`config.mk`:
```
export PLATFORM = sky130hd
export DESIGN_NAME = hazard_forward_ctrl
export DESIGN_NICKNAME = d
export VERILOG_FILES = /design/src/rtl/hazard_forward_ctrl.sv
export SDC_FILE = /design/constraint.sdc
export NUM_CORES = 1
export LEC_CHECK = 0
export CAP_MARGIN = 20
export CORE_ASPECT_RATIO = 0.5
export CORE_MARGIN = 2
export CORE_UTILIZATION = 45
export DETAILED_ROUTE_END_ITERATION = 6
export PLACE_DENSITY = 0.75
export SLEW_MARGIN = 20
export SYNTH_ARGS = -nofsm -noshare
export SYNTH_HDL_FRONTEND = slang
export SYNTH_SLANG_ARGS = --single-unit
```
`constraint.sdc`:
```
create_clock -name clock -period 4.6 [get_ports clock]
set_clock_uncertainty 0.15 [all_clocks]
set_input_delay 1.38 -clock clock [delete_from_list [all_inputs] [get_ports clock]]
set_output_delay 1.38 -clock clock [all_outputs]
set_load 0.1 [all_outputs]
```
`src/rtl/hazard_forward_ctrl.sv`:
```
// rtl/hazard_forward_ctrl.sv - load-use stall, memory-wait freeze and operand forwarding control
module hazard_forward_ctrl #(
  parameter int REG_AW = 5,
  parameter int FWD_W  = 2
) (
  input  logic              clock,
  input  logic              resetn,
  input  logic [REG_AW-1:0] id_rs,
  input  logic [REG_AW-1:0] id_rt,
  input  logic              id_use_rs,
  input  logic              id_use_rt,
  input  logic              id_wreg,
  input  logic              id_m2reg,
  input  logic [REG_AW-1:0] id_dest,
  input  logic              dmem_ready,
  output logic              wpcir,
  output logic              bubble,
  output logic              freeze,
  output logic [FWD_W-1:0]  fwda,
  output logic [FWD_W-1:0]  fwdb,
  output logic [15:0]       stall_cnt
);

  typedef enum logic {RUN = 1'b0, MEMWAIT = 1'b1} state_t;

  state_t            state_q, state_d;
  logic              e_wreg_q, e_wreg_d;
  logic              e_m2reg_q, e_m2reg_d;
  logic [REG_AW-1:0] e_dest_q, e_dest_d;
  logic              m_wreg_q, m_wreg_d;
  logic              m_m2reg_q, m_m2reg_d;
  logic [REG_AW-1:0] m_dest_q, m_dest_d;
  logic [15:0]       stall_cnt_q, stall_cnt_d;

  logic match_e_rs, match_e_rt, match_m_rs, match_m_rt;
  logic loaduse, memwait;

  // Register 0 is hardwired to zero, so it never produces a hazard.
  assign match_e_rs = e_wreg_q && (e_dest_q == id_rs) && (id_rs != '0);
  assign match_e_rt = e_wreg_q && (e_dest_q == id_rt) && (id_rt != '0);
  assign match_m_rs = m_wreg_q && (m_dest_q == id_rs) && (id_rs != '0);
  assign match_m_rt = m_wreg_q && (m_dest_q == id_rt) && (id_rt != '0);

  assign loaduse = e_m2reg_q && ((id_use_rs && match_e_rs) || (id_use_rt && match_e_rt));
  assign memwait = m_m2reg_q && m_wreg_q && !dmem_ready;

  function automatic logic [FWD_W-1:0] fwd_sel(input logic use_r, input logic hit_e,
                                              input logic hit_m);
    logic [FWD_W-1:0] sel;
    sel = FWD_W'(2'b00);
    if (use_r) begin
      if (hit_e) begin
        if (!e_m2reg_q) sel = FWD_W'(2'b01);
      end else if (hit_m) begin
        sel = m_m2reg_q ? FWD_W'(2'b11) : FWD_W'(2'b10);
      end
    end
    return sel;
  endfunction

  assign fwda      = fwd_sel(id_use_rs, match_e_rs, match_m_rs);
  assign fwdb      = fwd_sel(id_use_rt, match_e_rt, match_m_rt);
  assign stall_cnt = stall_cnt_q;

  always_comb begin
    state_d     = state_q;
    freeze      = 1'b0;
    bubble      = 1'b0;
    wpcir       = 1'b1;
    e_wreg_d    = e_wreg_q;
    e_m2reg_d   = e_m2reg_q;
    e_dest_d    = e_dest_q;
    m_wreg_d    = m_wreg_q;
    m_m2reg_d   = m_m2reg_q;
    m_dest_d    = m_dest_q;
    stall_cnt_d = stall_cnt_q;

    case (state_q)
      RUN: begin
        freeze = memwait;
        if (memwait) state_d = MEMWAIT;
      end
      MEMWAIT: begin
        freeze = !dmem_ready;
        if (dmem_ready) state_d = RUN;
      end
      default: state_d = RUN;
    endcase

    if (freeze) begin
      wpcir = 1'b0;
    end else if (loaduse) begin
      wpcir     = 1'b0;
      bubble    = 1'b1;
      e_wreg_d  = 1'b0;
      e_m2reg_d = 1'b0;
      e_dest_d  = '0;
      m_wreg_d  = e_wreg_q;
      m_m2reg_d = e_m2reg_q;
      m_dest_d  = e_dest_q;
    end else begin
      e_wreg_d  = id_wreg;
      e_m2reg_d = id_m2reg;
      e_dest_d  = id_dest;
      m_wreg_d  = e_wreg_q;
      m_m2reg_d = e_m2reg_q;
      m_dest_d  = e_dest_q;
    end

    if ((bubble || freeze) && (stall_cnt_q != 16'hFFFF)) stall_cnt_d = stall_cnt_q + 16'd1;
  end

  always_ff @(posedge clock or negedge resetn) begin
    if (!resetn) begin
      state_q     <= RUN;
      e_wreg_q    <= 1'b0;
      e_m2reg_q   <= 1'b0;
      e_dest_q    <= '0;
      m_wreg_q    <= 1'b0;
      m_m2reg_q   <= 1'b0;
      m_dest_q    <= '0;
      stall_cnt_q <= '0;
    end else begin
      state_q     <= state_d;
      e_wreg_q    <= e_wreg_d;
      e_m2reg_q   <= e_m2reg_d;
      e_dest_q    <= e_dest_d;
      m_wreg_q    <= m_wreg_d;
      m_m2reg_q   <= m_m2reg_d;
      m_dest_q    <= m_dest_d;
      stall_cnt_q <= stall_cnt_d;
    end
  end

endmodule

```
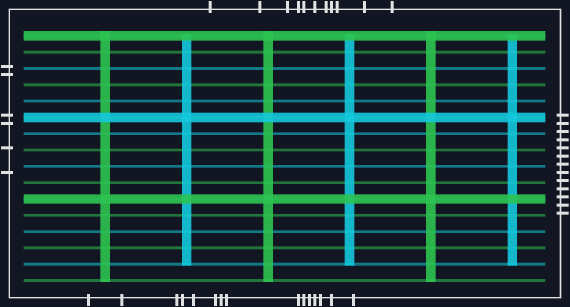
Figure 1: PDN straps and rails.
Drawn at 6 px/um. Pins as bars on the die edge.
- VSS: green
- VDD: cyan
- rows: 15
- met4 straps: 6
- signal pins: 45
Core Footprint: 3550 um^2
Die H: 47.8 um
worst vdd ir: 0.000273 V

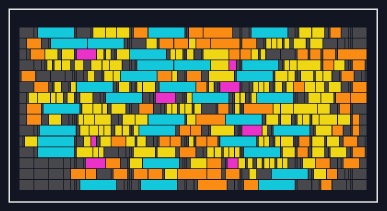
Figure 2: placement by cell class.
Drawn at 4 px/um. Fill, decap, tap and diode cells in gray.
- other buffers and delay cells: orange (cells 67; share of their area 27%)
- combinational and other logic: yellow (cells 148; share of their area 39%)
- clock drivers and dummy loads: magenta (cells 8; share of their area 3.4%)
- flops: cyan (cells 31; share of their area 31%)

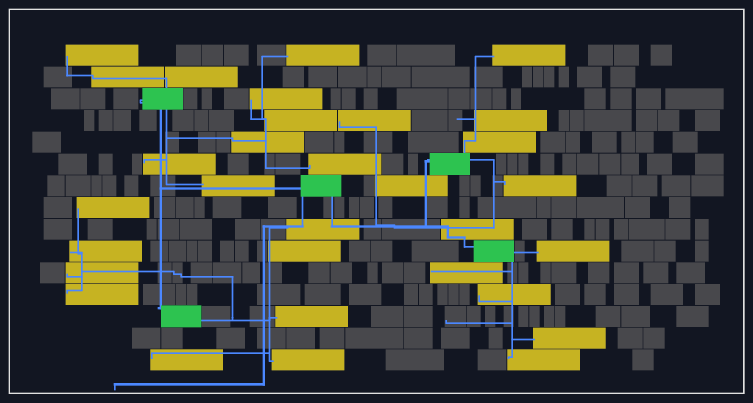
Figure 3: clock distribution.
Drawn at 8 px/um.
- clock wires: blue (length 408 um)
- flip-flops: yellow (count 31)
- clock drivers: green (count 5)
- routed clock nets: 6

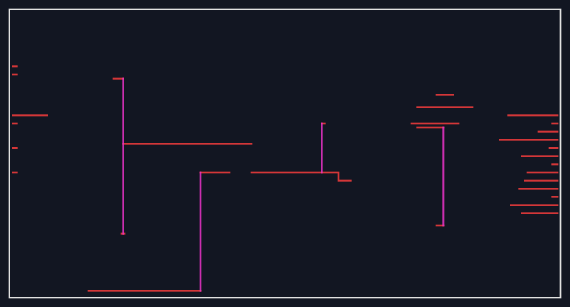
Figure 4: metal layers overlaid.
Drawn at 6 px/um. Two of the layers only.
- metal 4: magenta (wire length 70.0 um)
- metal 3: red (wire length 161 um)

==> results.yml <==
# implementation run metrics
synth:
  yosys_area_um2: 1730
  fa_ha_area_share_pct: 0.724
  avgSynthCellArea_um2: 9.39
  ys_sh_simple_pct: 24.3
  syn_area_um2: 1730
  synth_cells: 184
  mux_share_pct: 2.17
  yosys_cells: 184
  fp_nets: 207
  ys_warn_count: 0
  yosysSeqAreaShare_pct: 44.9
  synthAoiAreaFrac_pct: 10.4
  xor_area_share_pct: 15.7
  synth_cell_types: 36
sta:
  final-hold-violation-count: 0
  period_minus_slack_ns: 4.56
  setup_tns_ns: 0
  maxSlewHeadroom_pct: 34.2
  tightest_slew_ns: 0.984
  period_used_pct: 99.1
  setup_viol: 0
  max_freq_ghz: 0.219
final_layout:
  fin_area_um2: 2580
  final_util_pct: 72.8
  fin_cells: 305
  nets: 276
  drive_gt1_share_pct: 22.8
  syn2layout_area_growth_pct: 49.4
clock_tree:
  clockBufferDepth: 2
  cts_tree: "done"
  htreeDepth: 2
  clkTransAtPathRegs_ns: 0.07
  cts_hold_buffers: 0
  insertion_delay_ns: 0.29
  cts_sinks: 31
  cts_root_buf: "clkbuf_8"
route:
  route.antenna.remaining_nets: 0
  vias_per_cell: 5.19
  vias: 1584
  dr.first_iter.drc_count: 55
  routed_wl_um: 4550
  drc_errors: 0
  drt_first_pass_iters: 4
job:
  tool_warnings: 26
  maxCapViolCount: 0
critical_path:
  critPathCaptureType: "output port"
  rr_startpoint: "e_dest_q[4]"
  required_ns: 3.07
  worstPathArrival_ns: 3.03
  r2r_slack_ns: 1.98
  path_buffers: 3
  cp.depth: 7
  path_cells: "clkdlybuf4s15_2, or4_1, nor2_2, and4bb_4, buf_4, a22o_4, buf_12"
  crit_family: "simple AND/OR/NAND/NOR gates"
  reg2reg_depth: 10
  start_kind: "input pin"
  slowest_delay_ns: 0.54
  r2r_end: "stall_cnt[1]"
worst_hold_path:
  worstHoldEndpoint: "stall_cnt[11]"
  min_path_type: "reg -> reg"
  hold-path-cell-count: 1
place:
  dp_cells: 295
  dpl.hpwl_um: 3370
  placed_area_um2: 2470
  place_congestion: 0.907
  io_buffers: 44
grt:
  grt_pass1_wl_um: 7200
  grt_pass1_vias: 1560
  grt_remaining_overflow: 0
  grt_max_degree: 32
  antenna_found_initial: 0
  grtUsageTotal_pct: 22.3
outcome:
  outcome: "finished clean"
floorplanning:
  die_x_um: 91.6
  die-area_um2: 4380
  rows: 15
power:
  p_leak_nw: 1.17
  power_density_nw_per_um2: 471
## state kept, by name, summed over array words and instances, names as in the netlist
name and cells:
e_dest_q 5, e_m2reg_q 1, e_wreg_q 1, m_dest_q 5
m_m2reg_q 1, m_wreg_q 1, stall_cnt 16, state_q 1
## power breakdown
part,total (mW),switching (mW),internal [mW]
logic,0.568,0.364,0.204
clock network,0.209,0.103,0.106
registers,0.439,0.0934,0.346
total,1.22,0.561,0.655
## worst register-to-register path: cells and delay by family, from the launching register on
family,cells,cell delay (ns)
compound gates,2,0.30
xor+xnor,1,0.18
buf+inv,4,0.58
flops,1,0.44
mux,1,0.32
simple gates,2,0.56
## worst max path at each step
stage / startpoint / slack (ns) / end
after floorplan: id_rt[1] / 0.01 / wpcir
after global placement: id_rs[3] / -0.17 / bubble
after detailed placement: id_rt[1] / -0.18 / bubble
after CTS: id_rs[4] / 0.006 / wpcir
after global routing: id_rs[4] / -0.004 / wpcir
final: id_rs[4] / 0.04 / fwda[0]
## stage by stage
stage	hold slack [ns]	total power, mW	worst slack [ns]
5_1_grt	0.389	1.28	-0.00449
3_3_place_gp	0.348	0.993	-0.166
4_1_cts	0.371	1.22	0.00631
6_report	0.367	1.22	0.0422
2_1_floorplan	0.332	0.824	0.0132
3_5_place_dp	0.357	1.01	-0.175
## cell families (layout without fill, tap and decap cells)
kind of cell | Yosys count | in the layout
multiplexers | 3 | 3
AND-OR/OR-AND | 25 | 25
AND/OR/NAND/NOR | 85 | 85
XOR/XNOR | 31 | 31
flip-flops | 31 | 31
adder cells (fa/ha/maj) | 1 | 1
buffers and inverters | 8 | 78
## layout by cell type (no fill, tap or decap), types with 4 or more instances in the layout
master           instances
a211oi_1                 4
buf_12                   7
nand2_1                 41
nand3_1                 15
xnor2_1                  4
clkbuf_8                 5
clkdlybuf4s50_1         27
dfrtp_1                 31
nand4_1                  4
a21oi_1                  8
buf_4                   22
nor3_1                   4
xor2_1                  27
dlygate4sd2_1            4
## routing by layer
| metal | part of all wire, % | track usage (%) | up-vias |
|---|---|---|---|
| met3 | 3.5 | 5.35 | 9 |
| met5 | 0 | 0 | - |
| met1 | 46 | 26.6 | 764 |
| li1 | - | - | 776 |
| met2 | 49 | 40.7 | 35 |
| met4 | 1.5 | 9.70 | 0 |
## synth_stat cells, drive strengths merged
library cell	n
a211oi	4
a21boi	2
a21oi	9
a22o	2
a31oi	1
and2	1
and3	4
and4	1
and4bb	2
buf	1
clkbuf	4
clkinv	1
dfrtp	31
ha	1
inv	2
mux2	3
nand2	41
nand3	15
nand4	4
nor2	5
nor3	4
nor3b	1
nor4	3
o211a	1
o211ai	1
o21ai	4
o2bb2ai	1
or2	1
or3	1
or4	2
xnor2	4
xor2	27
## final cells by class
type,count,area [um^2]
clock inverters,2,12.5
multi-input cells,145,971
repair buffers,67,674
well taps,51,63.8
inverters,3,11.3
flip-flops and latches,31,776
clock buffers,6,72.6
fillers,286,966
## timing repair
action / 4_1_cts / 5_1_grt
gates cloned: 0 / 0
buffers inserted: 1 / 1
gates resized: 17 / 9
pin swaps: 9 / 7
endpoints found under the setup margin: 6 / 3
No activity file was given, so power comes from the tool's default toggle rates.
